==> src/rtl/flag_pkg.sv <==
// Shared flag width, flag bit positions and branch-condition encodings.
// Used by the flag sequencer top, its shadow stack and its interface.
package flag_pkg;

  localparam int FLAG_W = 6;

  localparam int FLG_C  = 0;
  localparam int FLG_Z  = 1;
  localparam int FLG_S  = 2;
  localparam int FLG_GT = 3;
  localparam int FLG_EQ = 4;
  localparam int FLG_P  = 5;

  typedef enum logic [2:0] {
    COND_ALWAYS = 3'd0,
    COND_C      = 3'd1,
    COND_Z      = 3'd2,
    COND_NZ     = 3'd3,
    COND_S      = 3'd4,
    COND_GT     = 3'd5,
    COND_EQ     = 3'd6,
    COND_P      = 3'd7
  } cond_e;

endpackage

==> src/rtl/flag_sequencer_if.sv <==
// Flag sequencer control/status bundle; master = control unit, slave = sequencer.
// Status outputs are registered except cond_true; no backpressure signals.
interface flag_sequencer_if
  import flag_pkg::*;
#(
  parameter int DEPTH = 4
);
  localparam int DW = $clog2(DEPTH) + 1;

  logic              alu_valid;
  logic [FLAG_W-1:0] alu_flags;
  logic [FLAG_W-1:0] alu_mask;
  logic              ld_valid;
  logic [FLAG_W-1:0] ld_flags;
  logic              save_req;
  logic              restore_req;
  logic              err_clr;
  logic [2:0]        cond_sel;
  logic [FLAG_W-1:0] flags;
  logic              cond_true;
  logic [DW-1:0]     depth;
  logic              full;
  logic              empty;
  logic              err;

  modport master (
    output alu_valid, alu_flags, alu_mask, ld_valid, ld_flags,
           save_req, restore_req, err_clr, cond_sel,
    input  flags, cond_true, depth, full, empty, err
  );

  modport slave (
    input  alu_valid, alu_flags, alu_mask, ld_valid, ld_flags,
           save_req, restore_req, err_clr, cond_sel,
    output flags, cond_true, depth, full, empty, err
  );

endinterface

==> src/rtl/flag_stack.sv <==
// LIFO shadow stack for flags; push/pop take effect on the next edge, top entry is combinational.
// Never stalls: push while full or pop while empty is dropped and reported as a one-cycle err_pulse.
module flag_stack
  import flag_pkg::*;
#(
  parameter  int DEPTH = 4,
  localparam int AW    = $clog2(DEPTH),
  localparam int DW    = AW + 1
) (
  input  logic              clk,
  input  logic              reset,
  input  logic              push,
  input  logic              pop,
  input  logic [FLAG_W-1:0] push_dat,
  output logic [FLAG_W-1:0] top_dat,
  output logic [DW-1:0]     depth,
  output logic              full,
  output logic              empty,
  output logic              pop_ok,
  output logic              err_pulse
);

  logic [FLAG_W-1:0] mem [DEPTH];
  logic [DW-1:0]     sp;
  logic              push_ok;

  assign full      = (sp == DW'(DEPTH));
  assign empty     = (sp == '0);
  assign push_ok   = push & ~full;
  assign pop_ok    = pop & ~empty;
  assign err_pulse = (push & full) | (pop & empty);
  assign depth     = sp;

  // sp points one past the top; the low bits wrap correctly when sp == DEPTH.
  assign top_dat   = mem[sp[AW-1:0] - AW'(1)];

  always_ff @(posedge clk or negedge reset) begin
    if (!reset) begin
      sp <= '0;
    end else if (push_ok) begin
      sp <= sp + DW'(1);
    end else if (pop_ok) begin
      sp <= sp - DW'(1);
    end
  end

  always_ff @(posedge clk) begin
    if (push_ok) begin
      mem[sp[AW-1:0]] <= push_dat;
    end
  end

endmodule

==> src/rtl/flag_sequencer.sv <==
// Processor status flag register: merges restore > load > masked ALU update, saves to a shadow stack.
// One-cycle update latency, cond_true combinational from current flags; never stalls, errors are sticky.
module flag_sequencer
  import flag_pkg::*;
#(
  parameter int DEPTH = 4
) (
  input  logic             clk,
  input  logic             reset,
  flag_sequencer_if.slave  bus
);

  logic [FLAG_W-1:0] flags_q;
  logic [FLAG_W-1:0] merge_flags;
  logic [FLAG_W-1:0] next_flags;
  logic [FLAG_W-1:0] top_dat;
  logic              conflict;
  logic              stk_push;
  logic              stk_pop;
  logic              pop_ok;
  logic              stk_err;
  logic              err_q;
  logic              cond;

  // Simultaneous save and restore executes neither; only the error is raised.
  assign conflict = bus.save_req & bus.restore_req;
  assign stk_push = bus.save_req & ~bus.restore_req;
  assign stk_pop  = bus.restore_req & ~bus.save_req;

  flag_stack #(
    .DEPTH (DEPTH)
  ) u_stack (
    .clk       (clk),
    .reset     (reset),
    .push      (stk_push),
    .pop       (stk_pop),
    .push_dat  (merge_flags),
    .top_dat   (top_dat),
    .depth     (bus.depth),
    .full      (bus.full),
    .empty     (bus.empty),
    .pop_ok    (pop_ok),
    .err_pulse (stk_err)
  );

  // merge_flags is also what a save captures, so a save never sees the restore path.
  always_comb begin
    merge_flags = flags_q;
    if (bus.ld_valid) begin
      merge_flags = bus.ld_flags;
    end else if (bus.alu_valid) begin
      merge_flags = (flags_q & ~bus.alu_mask) | (bus.alu_flags & bus.alu_mask);
    end
    next_flags = pop_ok ? top_dat : merge_flags;
  end

  always_ff @(posedge clk or negedge reset) begin
    if (!reset) begin
      flags_q <= '0;
      err_q   <= 1'b0;
    end else begin
      flags_q <= next_flags;
      err_q   <= (err_q & ~bus.err_clr) | stk_err | conflict;
    end
  end

  always_comb begin
    cond = 1'b0;
    case (cond_e'(bus.cond_sel))
      COND_ALWAYS: cond = 1'b1;
      COND_C:      cond = flags_q[FLG_C];
      COND_Z:      cond = flags_q[FLG_Z];
      COND_NZ:     cond = ~flags_q[FLG_Z];
      COND_S:      cond = flags_q[FLG_S];
      COND_GT:     cond = flags_q[FLG_GT];
      COND_EQ:     cond = flags_q[FLG_EQ];
      COND_P:      cond = flags_q[FLG_P];
      default:     cond = 1'b0;
    endcase
  end

  assign bus.flags     = flags_q;
  assign bus.err       = err_q;
  assign bus.cond_true = cond;

endmodule
==> src/flat_wrapper.sv <==
// flat-port wrapper written by rule: the top's interface ports become plain ports
module flag_sequencer_flat import flag_pkg::*;
#(
  parameter int DEPTH = 4
)
  (clk, reset, bus_alu_valid, bus_alu_flags, bus_alu_mask, bus_ld_valid, bus_ld_flags, bus_save_req, bus_restore_req, bus_err_clr, bus_cond_sel, bus_flags, bus_cond_true, bus_depth, bus_full, bus_empty, bus_err);
  flag_sequencer_if #(.DEPTH(DEPTH)) bus_i ();
  input  logic clk;
  input  logic reset;
  input wire logic [$bits(bus_i.alu_valid)-1:0] bus_alu_valid;
  input wire logic [$bits(bus_i.alu_flags)-1:0] bus_alu_flags;
  input wire logic [$bits(bus_i.alu_mask)-1:0] bus_alu_mask;
  input wire logic [$bits(bus_i.ld_valid)-1:0] bus_ld_valid;
  input wire logic [$bits(bus_i.ld_flags)-1:0] bus_ld_flags;
  input wire logic [$bits(bus_i.save_req)-1:0] bus_save_req;
  input wire logic [$bits(bus_i.restore_req)-1:0] bus_restore_req;
  input wire logic [$bits(bus_i.err_clr)-1:0] bus_err_clr;
  input wire logic [$bits(bus_i.cond_sel)-1:0] bus_cond_sel;
  output wire logic [$bits(bus_i.flags)-1:0] bus_flags;
  output wire logic [$bits(bus_i.cond_true)-1:0] bus_cond_true;
  output wire logic [$bits(bus_i.depth)-1:0] bus_depth;
  output wire logic [$bits(bus_i.full)-1:0] bus_full;
  output wire logic [$bits(bus_i.empty)-1:0] bus_empty;
  output wire logic [$bits(bus_i.err)-1:0] bus_err;
  assign bus_i.alu_valid = bus_alu_valid;
  assign bus_i.alu_flags = bus_alu_flags;
  assign bus_i.alu_mask = bus_alu_mask;
  assign bus_i.ld_valid = bus_ld_valid;
  assign bus_i.ld_flags = bus_ld_flags;
  assign bus_i.save_req = bus_save_req;
  assign bus_i.restore_req = bus_restore_req;
  assign bus_i.err_clr = bus_err_clr;
  assign bus_i.cond_sel = bus_cond_sel;
  assign bus_flags = bus_i.flags;
  assign bus_cond_true = bus_i.cond_true;
  assign bus_depth = bus_i.depth;
  assign bus_full = bus_i.full;
  assign bus_empty = bus_i.empty;
  assign bus_err = bus_i.err;
  flag_sequencer #(.DEPTH(DEPTH)) u_core (.clk(clk), .reset(reset), .bus(bus_i));
endmodule
==> config.mk <==
export PLATFORM = sky130hd
export DESIGN_NAME = flag_sequencer_flat
export DESIGN_NICKNAME = d
export VERILOG_FILES = /design/src/rtl/flag_pkg.sv /design/src/rtl/flag_sequencer_if.sv /design/src/rtl/flag_stack.sv /design/src/rtl/flag_sequencer.sv /design/src/flat_wrapper.sv
export SDC_FILE = /design/constraint.sdc
export NUM_CORES = 1
export LEC_CHECK = 0
export CAP_MARGIN = 10
export CORE_ASPECT_RATIO = 1.25
export CORE_MARGIN = 2
export CORE_UTILIZATION = 30
export CTS_CLUSTER_SIZE = 16
export DETAILED_ROUTE_END_ITERATION = 8
export GPL_TIMING_DRIVEN = 0
export PLACE_DENSITY = 0.52
export SYNTH_ARGS = -nofsm -noshare
export SYNTH_HDL_FRONTEND = slang
export SYNTH_HIERARCHICAL = 1
export SYNTH_SLANG_ARGS = --single-unit
==> constraint.sdc <==
create_clock -name clk -period 2.5 [get_ports clk]
set_input_delay 0.75 -clock clk [delete_from_list [all_inputs] [get_ports clk]]
set_output_delay 0.75 -clock clk [all_outputs]
set_load 0.05 [all_outputs]
==> run summary, run 1 <==
run results: Filler cells=495, clock slew at reported path FFs=0.06 ns, final hold vios=0, number of port buffers=40, status=finished, final reports clean, Netlist cell types=33, Post-synth seq share=57.10%, final core utilization=41.98%, tool warnings=29, number of global-route vias before repair=1233, CP arrival=1.71 ns, slowest CP cell=mux4_2, Die Area=0.006290 sq mm, worst r2r dst=u_core/u_stack/depth[2], Avg Cell Area, Syn=13.82 sq um, H-Tree Depth=2, Mapped Nets=156, worst stage delay on the critical path=0.49 ns, crit-path cells=buf_2, mux4_2, a21o_1, buf_6, Slew Viols, Final=0, Met2 Wirelength=1814 microns, Hold Path Class=reg2reg, gr ovfl total=0, ant diodes=0, clk_skew=0.005642 ns, met2 usage=21.46%, P&R area growth vs syn=34.36%, DR vias=1195, GR Util All Layers=12.50%, Mapped Cells=123, Yosys top cell by instances=edfxtp_1, xor/xnor share=1.545%, Top Ports=41, non-filler instance count after layout=234, Adder-Cell Fraction of Synth Area=3.679%, initial antenna violation count=0, vias per cell=5.107, Place WS=-0.9385 ns, maximum VDD drop=632.6 uV, r2r worst-path depth=10, LEAKAGE=0.8472 nW, synthesized flop and latch total=34, crit path kind=in2out, WL met1=1591 microns, fin area=0.002285 sq mm, Setup crit start=bus_cond_sel[0], yosys aoi share=12.29%, Synth Flop Type=edfxtp_1, deepest clock path buffer count=2, met3 routed WL=279 microns
-- run 1: placed cells by master, fill, tap and decap left out, types with 3 or more instances in the layout --
| master | netlist | layout |
|---|---|---|
| nand2_1 | 8 | 8 |
| ha_1 | 5 | 3 |
| clkbuf_8 | 0 | 5 |
| a311oi_1 | 6 | 6 |
| and3_1 | 3 | 3 |
| dfrtp_1 | 10 | 10 |
| buf_4 | 1 | 4 |
| o31ai_1 | 6 | 6 |
| mux2i_1 | 3 | 3 |
| nor2b_1 | 9 | 8 |
| inv_1 | 5 | 4 |
| clkdlybuf4s50_1 | 0 | 35 |
| xnor2_1 | 3 | 3 |
| edfxtp_1 | 24 | 24 |
| a21boi_0 | 6 | 6 |
| mux4_2 | 7 | 7 |
| nor2_1 | 8 | 8 |
-- run 1: critical path: cells and delay by family --
kind | cells | cell delay, ns
multiplexers | 1 | 0.49
buffers and inverters | 2 | 0.27
AND-OR/OR-AND | 1 | 0.19
-- run 1: cell type report --
class | count | area (sq um) | share of cell area (%)
clock inverter | 2 | 10.01 | 0.4381
buffer | 5 | 36.28 | 1.588
inverter | 5 | 18.77 | 0.8215
multi-input combinational | 79 | 709.4 | 31.05
timing repair buffer | 40 | 390.4 | 17.09
clock buffer | 5 | 68.82 | 3.012
tap | 64 | 80.08 | 3.505
sequential | 34 | 970.9 | 42.50
-- run 1: power breakdown --
part / switching, mW / internal [mW]
Combinational: 0.649 / 0.520
Clock: 0.182 / 0.186
Sequential: 0.0842 / 0.722
-- run 1: repair_timing --
| item | in CTS | in global routing |
|---|---|---|
| gates cloned | 0 | 0 |
| resized | 26 | 8 |
| setup endpoints to repair | 3 | 5 |
| pin swaps | 0 | 1 |
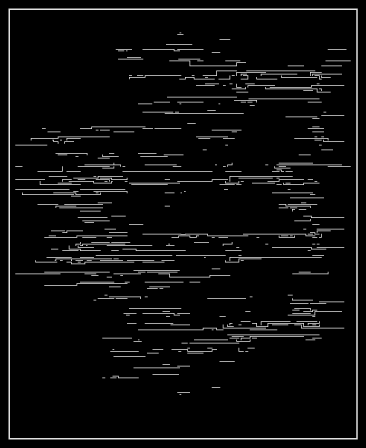
Fig. 1. M1 wires (run 1).
wire length on this layer: 1590 microns
main direction: horizontal
share of all routed wire: 42%
longest straight run: 18.9 microns
nets with wire on the layer: 167

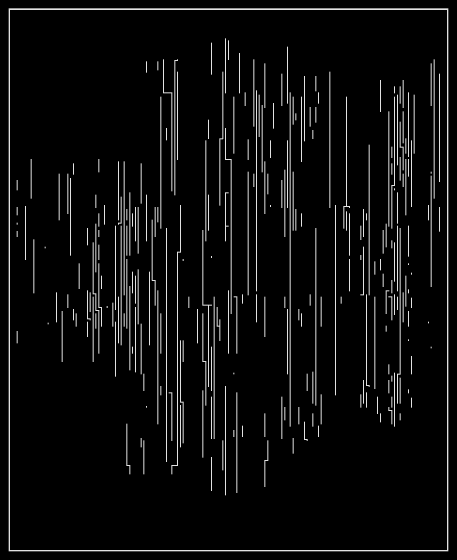
Fig. 2. Signal wires on met2 (run 1).
share of all routed wire: 48%
wire length on this layer: 1810 microns
longest straight run: 54.4 microns
nets with wire on the layer: 177
main direction: vertical

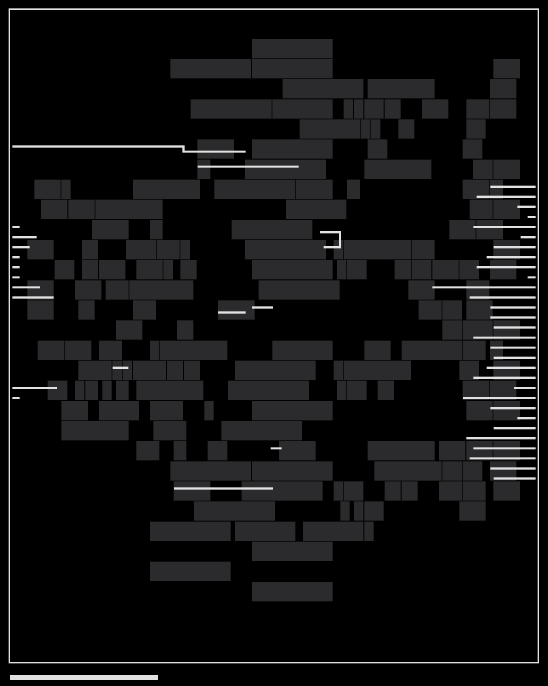
Fig. 3. Metal 3 (run 1).
Bar = 20 microns.
share of all routed wire: 7.4%
longest straight run: 23.0 microns
nets with wire on the layer: 44
wire length on this layer: 279 microns

==> run 2: changes to the inputs <==
- GPL_ROUTABILITY_DRIVEN: default -> 0
==> run summary, run 2 <==
run results: status=finished, final reports clean, crit path kind=in2out, number of port buffers=40, H-Tree Depth=2, crit-path cells=buf_2, mux4_2, a21o_1, buf_6, ant diodes=0, Synth Flop Type=edfxtp_1, CP arrival=1.71 ns, Slew Viols, Final=0, Met2 Wirelength=1814 microns, slowest CP cell=mux4_2, Avg Cell Area, Syn=13.82 sq um, Hold Path Class=reg2reg, number of global-route vias before repair=1233, Top cell excl fill/tap=clkdlybuf4s50_1, Netlist cell types=33, final hold vios=0, Mapped Nets=156, synthesized flop and latch total=34, fin area=0.002285 sq mm, deepest clock path buffer count=2, Yosys top cell by instances=edfxtp_1, met2 usage=21.46%, Top Ports=41, Die Area=0.006290 sq mm, Place WS=-0.9385 ns, met3 routed WL=279 microns, worst stage delay on the critical path=0.49 ns, tool warnings=29, clk_skew=0.005642 ns, WL met1=1591 microns, non-filler instance count after layout=234, Mapped Cells=123, initial antenna violation count=0, clock slew at reported path FFs=0.06 ns, Post-synth seq share=57.10%, final core utilization=41.98%, GR Util All Layers=12.50%, P&R area growth vs syn=34.36%
-- run 2: cell counts after synthesis --
No cell type changed its count.
-- run 2: where the power goes --
| part | internal (mW) | total (mW) | switching, mW | leakage [nW] |
|---|---|---|---|---|
| clock network | 0.186 | 0.368 | 0.182 | 0.0438 |
| registers | 0.722 | 0.806 | 0.0842 | 0.334 |
| logic | 0.520 | 1.17 | 0.649 | 0.470 |
| total | 1.43 | 2.34 | 0.915 | 0.847 |
-- run 2: worst max-delay path: cells and delay by family --
kind / cells / cell delay, ns
muxes: 1 / 0.49
AOI/OAI and AO/OA: 1 / 0.19
buffers and inverters: 2 / 0.27
-- run 2: timing repair --
item | 4_1_cts | 5_1_grt
pin swaps | 0 | 1
endpoints found under the setup margin | 3 | 5
gates cloned | 0 | 0
resized | 26 | 8
buffers inserted | 0 | 0
hold endpoints to repair | 0 | 0
-- run 2: worst paths after layout --
check | slack [ns] | end | start | cells past startpoint
worst max-delay path | 0.04 | bus_cond_true | bus_cond_sel[0] | 4
worst min-delay path | 0.52 | u_core/bus.err | u_core/bus.err | 1
worst max register to register | 0.32 | u_core/u_stack/depth[2] | u_core/u_stack/depth[0] | 10
worst min register to register | 0.52 | u_core/bus.err | u_core/bus.err | 1
max in group asynchronous | 1.34 | u_core/u_stack/depth[2] | reset | 1
min in group asynchronous | 0.81 | u_core/bus.flags[1] | reset | 1
-- run 2: logic make-up after synthesis --
group / synth area share, %
flops: 57.10
compound gates: 12.29
fa+ha+maj: 3.679
xor+xnor: 1.546
simple gates: 11.33
buf+inv: 3.017
mux: 11.04
-- run 2: cell type report --
cell class,instances,area [sq um]
repair buffers,40,390.4
multi-input cells,79,709.4
clock inverters,2,10.01
flip-flops and latches,34,970.9
well taps,64,80.08
inverters,5,18.77
clock buffers,5,68.82
fillers,495,3158
plain buffers,5,36.28
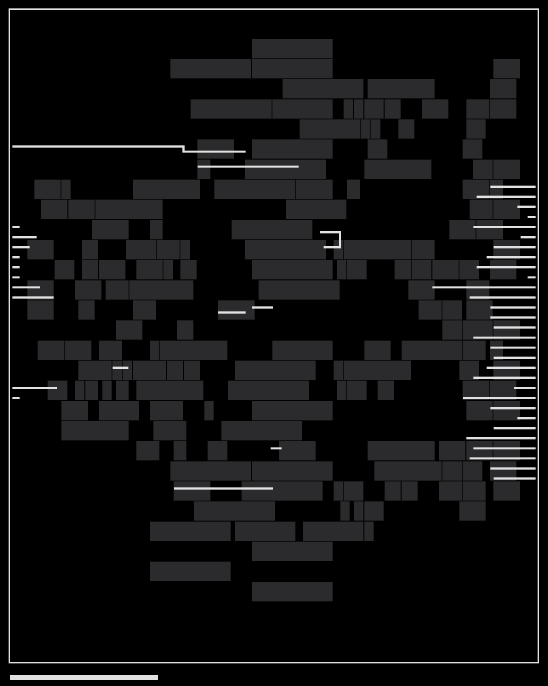
Fig. 4. Metal 3 (run 2).
Bar = 20 microns.
routing usage on met3: 3.452%
Routed WL: 3750 microns
DR vias: 1195

No activity file was given, so power comes from the tool's default toggle rates.
